<file path="config.mk">
export PLATFORM = sky130hd
export DESIGN_NAME = dffram_byte_sequencer_flat
export DESIGN_NICKNAME = d
export VERILOG_FILES = /design/src/rtl/dffram_pkg.sv /design/src/rtl/dffram_byte_sequencer_if.sv /design/src/rtl/dffram_byte_sequencer.sv /design/src/flat_wrapper.sv
export SDC_FILE = /design/constraint.sdc
export NUM_CORES = 1
export LEC_CHECK = 0
export CAP_MARGIN = 10
export CORE_ASPECT_RATIO = 0.7
export CORE_UTILIZATION = 30
export CTS_CLUSTER_SIZE = 24
export DETAILED_ROUTE_END_ITERATION = 6
export PLACE_DENSITY = 0.62
export SYNTH_ARGS = -nofsm -noshare
export SYNTH_HDL_FRONTEND = slang
export SYNTH_SLANG_ARGS = --single-unit
</file>
<file path="constraint.sdc">
create_clock -name clk -period 2.45 [get_ports clk]
set_clock_uncertainty 0.05 [all_clocks]
set_input_delay 0.735 -clock clk [delete_from_list [all_inputs] [get_ports clk]]
set_output_delay 0.735 -clock clk [all_outputs]
set_load 0.03 [all_outputs]
</file>
<file path="src/rtl/dffram_pkg.sv">
// dffram_pkg: shared widths, state encoding and address map for the DFF RAM byte sequencer
package dffram_pkg;
  localparam int ADDR_W = 5;
  localparam int DATA_W = 8;
  localparam int NIBBLE_W = 4;
  localparam int LAST_ADDR = 25;
  typedef enum logic [2:0] {IDLE, WR_LO, WR_HI, RD_LO, RD_HI, VF_LO, VF_HI, RESP} state_t;
  function automatic logic is_mapped(input logic [ADDR_W-1:0] addr);
    return addr <= ADDR_W'(LAST_ADDR);
  endfunction
endpackage

</file>
<file path="src/rtl/dffram_byte_sequencer_if.sv">
// dffram_byte_sequencer_if: byte request/response handshake between a requester and the sequencer
interface dffram_byte_sequencer_if;
  import dffram_pkg::*;
  logic req_valid;
  logic req_ready;
  logic req_we;
  logic [ADDR_W-1:0] req_addr;
  logic [DATA_W-1:0] req_wdata;
  logic rsp_valid;
  logic rsp_ready;
  logic [DATA_W-1:0] rsp_rdata;
  logic rsp_err;
  modport master(output req_valid, req_we, req_addr, req_wdata, rsp_ready,
                 input req_ready, rsp_valid, rsp_rdata, rsp_err);
  modport slave(input req_valid, req_we, req_addr, req_wdata, rsp_ready,
                output req_ready, rsp_valid, rsp_rdata, rsp_err);
endinterface

</file>
<file path="src/rtl/dffram_byte_sequencer.sv">
// dffram_byte_sequencer: splits byte requests into nibble RAM accesses; DFFRAM_SEQ_READBACK_EN adds write readback verify
module dffram_byte_sequencer
  import dffram_pkg::*;
#(
  parameter int RD_LAT = 0
) (
  input  logic                clk,
  input  logic                rst_n,
  dffram_byte_sequencer_if.slave bus,
  output logic [ADDR_W-1:0]   ram_addr_a,
  output logic [NIBBLE_W-1:0] ram_wdata_a,
  output logic                ram_lohi_a,
  output logic                ram_w_en,
  output logic [ADDR_W-1:0]   ram_addr_b,
  output logic                ram_lohi_b,
  input  logic [NIBBLE_W-1:0] ram_rdata_b
);
  state_t state, nxt;
  logic live, cnt, last, rd, wr, accept;
  logic err;
  logic [ADDR_W-1:0] addr;
  logic [DATA_W-1:0] data, rdata;

  always_ff @(posedge clk or negedge rst_n)
    if (!rst_n) begin
      state <= IDLE;
      cnt <= 1'b0;
      live <= 1'b0;
    end else begin
      state <= nxt;
      cnt <= rd && !last;
      live <= 1'b1;
    end

  always_comb begin
    nxt = state;
    case (state)
      IDLE:  if (accept) nxt = !is_mapped(bus.req_addr) ? RESP : bus.req_we ? WR_LO : RD_LO;
      WR_LO: nxt = WR_HI;
`ifdef DFFRAM_SEQ_READBACK_EN
      WR_HI: nxt = VF_LO;
      VF_LO: if (last) nxt = VF_HI;
      VF_HI: if (last) nxt = RESP;
`else
      WR_HI: nxt = RESP;
`endif
      RD_LO: if (last) nxt = RD_HI;
      RD_HI: if (last) nxt = RESP;
      RESP:  if (bus.rsp_ready) nxt = IDLE;
      default: nxt = IDLE;
    endcase
  end

  always_comb begin
    wr = state inside {WR_LO, WR_HI};
    rd = state inside {RD_LO, RD_HI, VF_LO, VF_HI};
    last = cnt == 1'(RD_LAT);
    bus.req_ready = live && state == IDLE;
    accept = bus.req_valid && bus.req_ready;
    bus.rsp_valid = state == RESP;
    bus.rsp_rdata = bus.rsp_valid ? rdata : '0;
    bus.rsp_err = bus.rsp_valid && err;
    ram_w_en = wr;
    ram_lohi_a = state == WR_LO;
    ram_addr_a = wr ? addr : '0;
    ram_wdata_a = state == WR_LO ? data[NIBBLE_W-1:0] : state == WR_HI ? data[DATA_W-1:NIBBLE_W] : '0;
    ram_addr_b = rd ? addr : '0;
    ram_lohi_b = state inside {RD_HI, VF_HI};
  end

  // Port B data is sampled only on the final cycle of each read state so a buffered RAM has settled
  always_ff @(posedge clk or negedge rst_n)
    if (!rst_n) begin
      addr <= '0;
      data <= '0;
      rdata <= '0;
      err <= 1'b0;
    end else if (accept) begin
      addr <= bus.req_addr;
      data <= bus.req_wdata;
      rdata <= '0;
      err <= !is_mapped(bus.req_addr);
    end else if (rd && last) begin
      if (ram_lohi_b) rdata[DATA_W-1:NIBBLE_W] <= ram_rdata_b;
      else rdata[NIBBLE_W-1:0] <= ram_rdata_b;
`ifdef DFFRAM_SEQ_READBACK_EN
      if (state == VF_HI) err <= {ram_rdata_b, rdata[NIBBLE_W-1:0]} != data;
`endif
    end
endmodule
</file>
<file path="src/flat_wrapper.sv">
// flat-port wrapper written by rule: the top's interface ports become plain ports
module dffram_byte_sequencer_flat import dffram_pkg::*;
#(
  parameter int RD_LAT = 0
)
  (clk, rst_n, ram_addr_a, ram_wdata_a, ram_lohi_a, ram_w_en, ram_addr_b, ram_lohi_b, ram_rdata_b, bus_req_valid, bus_req_we, bus_req_addr, bus_req_wdata, bus_rsp_ready, bus_req_ready, bus_rsp_valid, bus_rsp_rdata, bus_rsp_err);
  dffram_byte_sequencer_if bus_i ();
  input  logic clk;
  input  logic rst_n;
  output logic [ADDR_W-1:0] ram_addr_a;
  output logic [NIBBLE_W-1:0] ram_wdata_a;
  output logic ram_lohi_a;
  output logic ram_w_en;
  output logic [ADDR_W-1:0] ram_addr_b;
  output logic ram_lohi_b;
  input  logic [NIBBLE_W-1:0] ram_rdata_b;
  input wire logic [$bits(bus_i.req_valid)-1:0] bus_req_valid;
  input wire logic [$bits(bus_i.req_we)-1:0] bus_req_we;
  input wire logic [$bits(bus_i.req_addr)-1:0] bus_req_addr;
  input wire logic [$bits(bus_i.req_wdata)-1:0] bus_req_wdata;
  input wire logic [$bits(bus_i.rsp_ready)-1:0] bus_rsp_ready;
  output wire logic [$bits(bus_i.req_ready)-1:0] bus_req_ready;
  output wire logic [$bits(bus_i.rsp_valid)-1:0] bus_rsp_valid;
  output wire logic [$bits(bus_i.rsp_rdata)-1:0] bus_rsp_rdata;
  output wire logic [$bits(bus_i.rsp_err)-1:0] bus_rsp_err;
  assign bus_i.req_valid = bus_req_valid;
  assign bus_i.req_we = bus_req_we;
  assign bus_i.req_addr = bus_req_addr;
  assign bus_i.req_wdata = bus_req_wdata;
  assign bus_i.rsp_ready = bus_rsp_ready;
  assign bus_req_ready = bus_i.req_ready;
  assign bus_rsp_valid = bus_i.rsp_valid;
  assign bus_rsp_rdata = bus_i.rsp_rdata;
  assign bus_rsp_err = bus_i.rsp_err;
  dffram_byte_sequencer #(.RD_LAT(RD_LAT)) u_core (.clk(clk), .rst_n(rst_n), .bus(bus_i), .ram_addr_a(ram_addr_a), .ram_wdata_a(ram_wdata_a), .ram_lohi_a(ram_lohi_a), .ram_w_en(ram_w_en), .ram_addr_b(ram_addr_b), .ram_lohi_b(ram_lohi_b), .ram_rdata_b(ram_rdata_b));
endmodule
</file>
Figure 1. PDN straps and rails.
Drawn at 6 px/µm. Pins as bars on the die edge. Tap cells in gray.
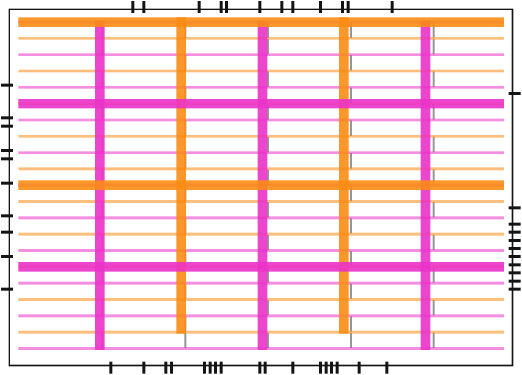
color	net
orange	VDD
magenta	VSS
tap cells	55
rows	20
peak supply drop: 0.6533 mV
Core ar.: 4404 µm²

Figure 2. I/O pins on the die edge.
Drawn at 6 px/µm. Pins as bars across the die edge, other pins in gray.
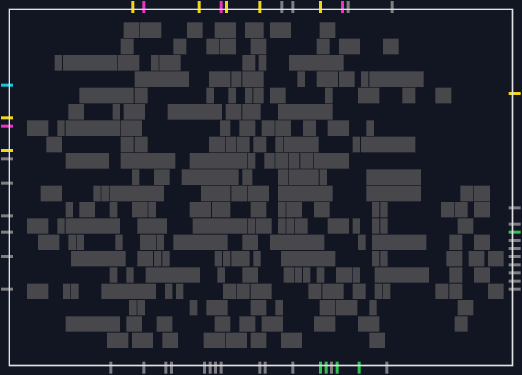
color	port	pins	direction	edge
magenta	ram_rdata_b	4	input	3 north, 1 west
yellow	bus_rsp_rdata	8	output	5 north, 2 west, 1 east
cyan	clk	1	input	west
green	bus_req_addr	5	input	4 south, 1 east
IO buf count: 49
Vert. Die Dim: 59.13 µm
chip width: 83.62 µm

cell families after synthesis:
group                  after synthesis  share of synthesized area (%)
AND-OR/OR-AND                       16                          7.781
other                                1                         0.2681
multiplexers                         8                          5.725
flip-flops                          27                          48.30
AND/OR/NAND/NOR                     93                          32.02
XOR/XNOR                             2                          2.326
buffers and inverters                9                          3.578
repair_timing:
action                                  CTS  global route
gates resized                             3             2
setup buffers                             0             6
cloned                                    0             0
pin swaps                                 0             1
endpoints found under the setup margin   17            11
routing by layer:
layer  vias up  global-route usage, %  share of wire [%]
li1        622                      -                  -
met1       580                  17.21                 48
met2        25                  23.81                 47
met3         2                  3.621                4.5
met4         0                  2.179               0.30
met5         -                      0                  0
critical path: stages, from the launching register on:
cell and delay [ns]:
dfrtp_2 0.48, and2b_2 0.26, nor2_1 0.05, nor2_2 0.20, and2_1 0.16, buf_4 0.15
state kept, by name, summed over array words and instances (netlist names):
name and flops:
u_core.live 1, u_core.err 1, u_core.cnt 1, u_core.addr 5, u_core.data 8, u_core.state 3
u_core.rdata 8
metrics by stage:
step	worst slack, ns	TNS, ns	utilization, %	hold slack, ns
after CTS	0.01020	0	44.60	0.4411
after detailed placement	0.1711	0	43.52	0.4139
after floorplan	0.1335	0	-	0.3894
final	0.09934	0	45.68	0.4340
after global placement	0.2248	0	43.52	0.4038
after global routing	-0.001177	-0.001953	45.68	0.4526
Yosys cell counts, types with 2 or more instances:
master / count
and2_1: 15
inv_1: 2
o211ai_1: 2
nand3_2: 2
nand2_1: 40
nor2_1: 18
nand3_1: 2
and3_1: 2
dfrtp_1: 27
buf_2: 4
mux2i_1: 8
nor2b_1: 6
nor2_2: 3
nand2b_1: 2
a22oi_1: 4
a21oi_1: 3
o21ai_0: 2
and2b_1: 2
==> impl_metrics.tcl <==
# place-and-route summary
set metrics [dict create \
    status "finished, final reports clean" \
    drive_gt1_share_pct 26.39 \
    num-clock-buffers 3 \
    worstSetupPathType "reg2out" \
    clock_sinks 27 \
    p_seq_mw 0.793 \
    max_clock_freq_mhz 425.4 \
    yosysUniqueCellTypes 30 \
    edf_count 0 \
    comb_area_share_pct 33.58 \
    p_leak_nw 1.019 \
    p_comb_share_pct 58.6 \
    top_area_cell_class "registers" \
    placed_cell_area_um2 1917 \
    finalCritPeriodShare_pct 95.95 \
    worstPathMaxFanout 8 \
    insertedDiodeCount 0 \
    final_cell_mix "nand2_1 (40), buf_4 (39), dfrtp_1 (25), clkdlybuf4s50_1 (21), nor2_1 (18)" \
    comb.multi_input.count 120 \
    synthesis.area_um2 1399 \
    flop-count 27 \
    wirelength_mm 3.317 \
    synth_area_per_cell_um2 8.967 \
    ys_cells 156 \
    overflow 0 \
    power.total_mw 2.521 \
    min_to "u_core.data[2]" \
    p_sw_mw 1.116 \
    chipArea_um2 4944 \
    drt_iter0_markers 46 \
    hold_start "u_core.data[2]" \
    post-place-cells 261 \
    combGateArea_um2 675.6 \
    cts_buffers 3 \
    arrival_ns 1.57 \
    hold_path_depth 2 \
    rr_startpoint "u_core.state[0]" \
    fp-utilization_pct 31.76 \
    p_sw_share_pct 44.25 \
    ant_nets 0 \
    top_cell_area_share_pct 48.30 \
    maxCapViolations 0 \
    p_clk_share_pct 10.0 \
    cts_hold_buf 0 \
    hp-class "reg2reg" \
    clk_root_buffer_cell "clkbuf_8" \
    area_leaders "dfrtp_1 (48%), nand2_1 (11%), and2_1 (6.7%), mux2i_1 (5.7%), nor2_1 (4.8%)" \
    num_rows 20 \
    top_area_cell "dfrtp_1" \
]
